$ cat config.mk
export PLATFORM = sky130hd
export DESIGN_NAME = svc_uart_rx
export DESIGN_NICKNAME = d
export VERILOG_FILES = /design/src/rtl/svc_uart_pkg.sv /design/src/rtl/svc_sync_ff.sv /design/src/rtl/svc_uart_rx.sv
export SDC_FILE = /design/constraint.sdc
export NUM_CORES = 1
export LEC_CHECK = 0
export CORE_MARGIN = 5
export CORE_UTILIZATION = 61
export CTS_BUF_LIST = sky130_fd_sc_hd__clkbuf_8
export DETAILED_ROUTE_END_ITERATION = 16
export DONT_BUFFER_PORTS = 1
export PLACE_DENSITY = 0.77
export SETUP_SLACK_MARGIN = 0.4
export SYNTH_ARGS = -nofsm -noshare
export SYNTH_HDL_FRONTEND = slang
export SYNTH_SLANG_ARGS = --single-unit
export TNS_END_PERCENT = 30
$ cat constraint.sdc
create_clock -name clk -period 5.7 [get_ports clk]
set_input_delay 1.14 -clock clk [delete_from_list [all_inputs] [get_ports clk]]
set_output_delay 1.14 -clock clk [all_outputs]
set_load 0.03 [all_outputs]
$ cat src/rtl/svc_uart_pkg.sv
// Shared UART definitions.
//   uart_rx_state_t : receiver FSM state encoding
//   uart_div()      : clocks per bit, rounded to nearest (also used by the TX side)
package svc_uart_pkg;

  typedef enum logic [2:0] {
    IDLE,
    START,
    DATA,
    STOP,
    WAIT_IDLE
  } uart_rx_state_t;

  function automatic int unsigned uart_div(input int unsigned clock_freq,
                                           input int unsigned baud_rate);
    return (clock_freq + baud_rate / 2) / baud_rate;
  endfunction

endpackage

$ cat src/rtl/svc_sync_ff.sv
// N-flop synchroniser for a single asynchronous bit.
//   clk, rst_n : clock, async active-low reset (flops load RESET_VAL)
//   d          : asynchronous input
//   q          : synchronised output, N cycles of latency
module svc_sync_ff #(
  parameter int   N         = 2,
  parameter logic RESET_VAL = 1'b1
) (
  input  logic clk,
  input  logic rst_n,
  input  logic d,
  output logic q
);

  if (N < 2) begin : g_n_chk
    $fatal(1, "svc_sync_ff: N must be at least 2");
  end

  logic [N-1:0] ff;

  always_ff @(posedge clk or negedge rst_n) begin
    if (!rst_n) ff <= {N{RESET_VAL}};
    else        ff <= {ff[N-2:0], d};
  end

  assign q = ff[N-1];

endmodule

$ cat src/rtl/svc_uart_rx.sv
// UART 8N1 receiver with a one-entry valid/ready output buffer.
//   clk, rst_n     : clock, async active-low reset
//   urx_rxd        : serial line (idle high), asynchronous to clk
//   urx_valid/data : received byte, held until urx_ready
//   urx_ready      : consumer accepts the byte
//   urx_frame_err  : 1-cycle pulse, stop bit sampled low
//   urx_overrun    : 1-cycle pulse, new byte dropped because buffer was full
module svc_uart_rx
  import svc_uart_pkg::*;
#(
  parameter int CLOCK_FREQ = 100_000_000,
  parameter int BAUD_RATE  = 115_200
) (
  input  logic       clk,
  input  logic       rst_n,
  input  logic       urx_rxd,
  output logic       urx_valid,
  output logic [7:0] urx_data,
  input  logic       urx_ready,
  output logic       urx_frame_err,
  output logic       urx_overrun
);

  localparam int DIV  = int'(uart_div(CLOCK_FREQ, BAUD_RATE));
  localparam int HALF = DIV / 2;
  localparam int CW   = $clog2(DIV);
  localparam logic [CW-1:0] DIV_M1  = CW'(DIV - 1);
  localparam logic [CW-1:0] HALF_M1 = CW'(HALF - 1);

  if (DIV < 4) begin : g_div_chk
    $fatal(1, "svc_uart_rx: CLOCK_FREQ/BAUD_RATE gives fewer than 4 clocks per bit");
  end

  logic           rxd_s;
  uart_rx_state_t state;
  logic [CW-1:0]  cnt;
  logic [2:0]     bit_idx;
  logic [7:0]     shift;
  logic           tick;

  // Reset value 1 makes the line look idle straight after reset, so a
  // frame interrupted by reset cannot be mistaken for a new start bit.
  svc_sync_ff #(.N(2), .RESET_VAL(1'b1)) u_sync (
    .clk   (clk),
    .rst_n (rst_n),
    .d     (urx_rxd),
    .q     (rxd_s)
  );

  assign tick = (cnt == '0);

  always_ff @(posedge clk or negedge rst_n) begin
    if (!rst_n) begin
      state         <= IDLE;
      cnt           <= '0;
      bit_idx       <= '0;
      shift         <= '0;
      urx_valid     <= 1'b0;
      urx_data      <= '0;
      urx_frame_err <= 1'b0;
      urx_overrun   <= 1'b0;
    end else begin
      urx_frame_err <= 1'b0;
      urx_overrun   <= 1'b0;
      // Consumer handshake; a delivery in the same cycle overrides this.
      if (urx_valid && urx_ready) urx_valid <= 1'b0;
      if (!tick) cnt <= cnt - CW'(1);

      case (state)
        IDLE: begin
          if (!rxd_s) begin
            cnt   <= HALF_M1;
            state <= START;
          end
        end
        START: begin
          if (tick) begin
            if (!rxd_s) begin
              cnt     <= DIV_M1;
              bit_idx <= '0;
              state   <= DATA;
            end else begin
              state <= IDLE;  // start bit gone by mid-bit: glitch
            end
          end
        end
        DATA: begin
          if (tick) begin
            shift <= {rxd_s, shift[7:1]};  // LSB first
            cnt   <= DIV_M1;
            if (bit_idx == 3'd7) state   <= STOP;
            else                 bit_idx <= bit_idx + 3'd1;
          end
        end
        STOP: begin
          if (tick) begin
            if (rxd_s) begin
              // Returning to IDLE here leaves half a bit of stop time to
              // catch a back-to-back start bit.
              state <= IDLE;
              if (!urx_valid || urx_ready) begin
                urx_data  <= shift;
                urx_valid <= 1'b1;
              end else begin
                urx_overrun <= 1'b1;
              end
            end else begin
              urx_frame_err <= 1'b1;
              state         <= WAIT_IDLE;  // break: one error, then wait for high
            end
          end
        end
        WAIT_IDLE: begin
          if (rxd_s) state <= IDLE;
        end
        default: state <= IDLE;
      endcase
    end
  end

endmodule

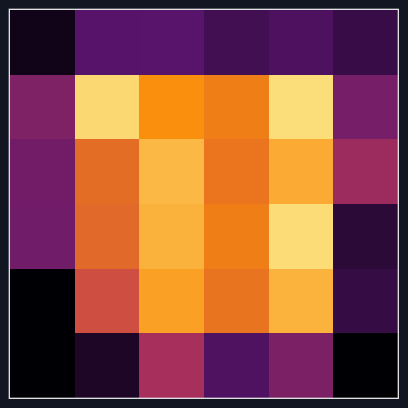
*Cell area per tile*
Scale: 6 px per um. The die is cut into 6 by 6 equal tiles; black is low, pale yellow is high, 0 to 100% covered.
densest ninth of the die: center
fullest tile: 93%
mean over tiles: 46%
tiles over 75% full: 25%
emptiest ninth of the die: south-west
nearly empty tiles: 8.3%

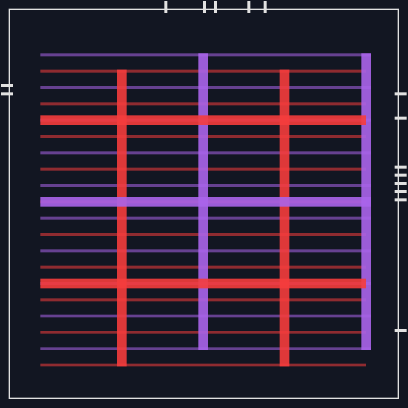
*Supply network*
Scale: 6 px per um. Pins as bars on the die edge.
legend:
  red:
    net: VSS
  purple:
    net: VDD
met5 straps: 3
met4 straps: 4
die width: 64.6 um
die span in y: 64.6 um
core box area: 2810 sq um
VDD IR-drop max: 0.217 mV

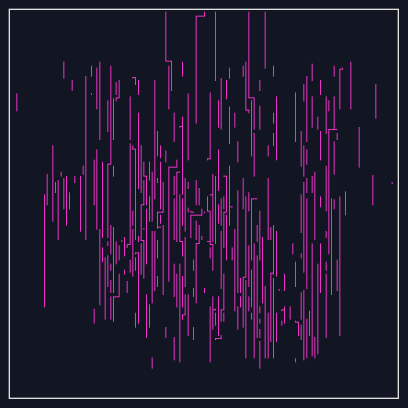
*Met2 routing*
Scale: 6 px per um.
main direction: vertical
wire length on this layer: 1630 um
nets with wire on the layer: 145
longest straight run: 27.2 um
share of all routed wire: 49%

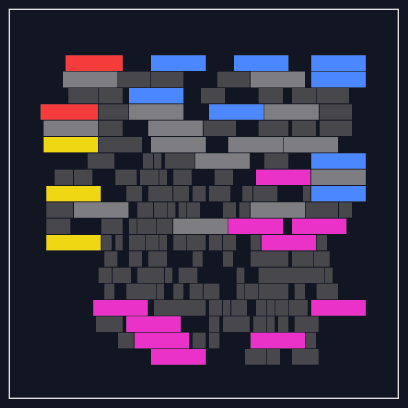
*Register map, names as in the netlist*
Scale: 6 px per um. Other sequential cells in the stronger gray, the rest of the logic in the fainter gray.
legend:
  red:
    netlist_name: `u_sync.ff`
    flops: 2
  magenta:
    netlist_name: `cnt`
    flops: 10
  blue:
    netlist_name: `urx_data`
    flops: 8
  yellow:
    netlist_name: `bit_idx`
    flops: 3
flop share of the area: 47.8%
combined flip-flop and latch cell area: 928 sq um
Final Core Density: 69.3%
power attributed to sequential cells: 265 uW

==> impl_metrics.py <==
# Physical implementation metrics
metrics = {
    "pwr": {
        "combinational_group_power_uw": 2.20,
        "combinationalPowerShare_pct": 0.4,
        "share_seq_of_total_power_pct": 52.5,
        "power.switching_uw": 97.2,
        "power_report.internal_total_uw": 407,
        "main_power_consuming_group": "sequential cells",
    },
    "critical_path": {
        "ff2ff_path_depth": 10,
        "reg2reg_slack_ns": 3.24,
        "worstPathRequired_ns": 5.87,
        "worstPathCellList": "inv_1 -> ha_1 -> nor4b_4 -> and3_1 -> inv_4 -> ha_1 -> nor2b_1 -> a21oi_1 -> o22ai_1 -> mux2i_1",
        "cp.arrival_ns": 2.63,
        "worst_setup_path_startpoint": "cnt[0]$_DFF_PN0_",
        "critical_path_peak_fanout": 13,
        "slowest_stage": "sky130_fd_sc_hd__dfrtp_1",
    },
    "cells_and_area": {
        "antenna-diode-count": 0,
        "count_of_plain_and_timing_repair_buffers": 0,
        "fin_cells": 180,
    },
    "final_timing": {
        "rsz0062_at_grt": "no",
        "tightest_slew_ns": 0.738,
        "min_period_over_period_pct": 43.1,
        "hold_slack_ns": 0.363,
        "final_critical_path_setup_slack_ns": 3.24,
        "fin_worst_skew_ns": 0.00802,
    },
    "run_status": {
        "outcome": "finished clean",
    },
    "floorplan": {
        "row_count": 19,
        "initial_core_util_pct": 64.9,
    },
    "placement": {
        "hpwlAfterDp_um": 2260,
        "place_worst_setup_slack_ns": 3.28,
    },
    "global_routing": {
        "global_route.usage.met1_pct": 23.2,
        "grt_pass1_wl_um": 5780,
        "met2_usage_pct": 29.1,
    },
    "synth": {
        "synth.top_cells.by_area": "sky130_fd_sc_hd__dfrtp_1 (48%), sky130_fd_sc_hd__mux2_4 (6.6%), sky130_fd_sc_hd__mux2_2 (5.6%)",
        "post_synth_inst_count": 148,
        "flop_cell": "sky130_fd_sc_hd__dfrtp_1",
        "enable_flop_cells": 0,
        "synth_largest_type_area_fraction_pct": 48.1,
        "ys_sh_mux_pct": 14.4,
        "ys_seq_elements": 37,
    },
    "clocking": {
        "clkSlewWorstSetupHoldPaths_ns": 0.07,
        "cts_num_sinks": 37,
        "cts_setup_buffers": 0,
    },
    "worst_hold_path": {
        "hold-path-endpoint": "u_sync.ff[1]$_DFF_PN1_",
    },
    "route": {
        "met3RoutedLength_um": 151,
        "drt_wl_total_um": 3300,
        "ant_nets": 0,
    },
}
Power figures rest on the tool's default switching activity, not on a simulated workload.
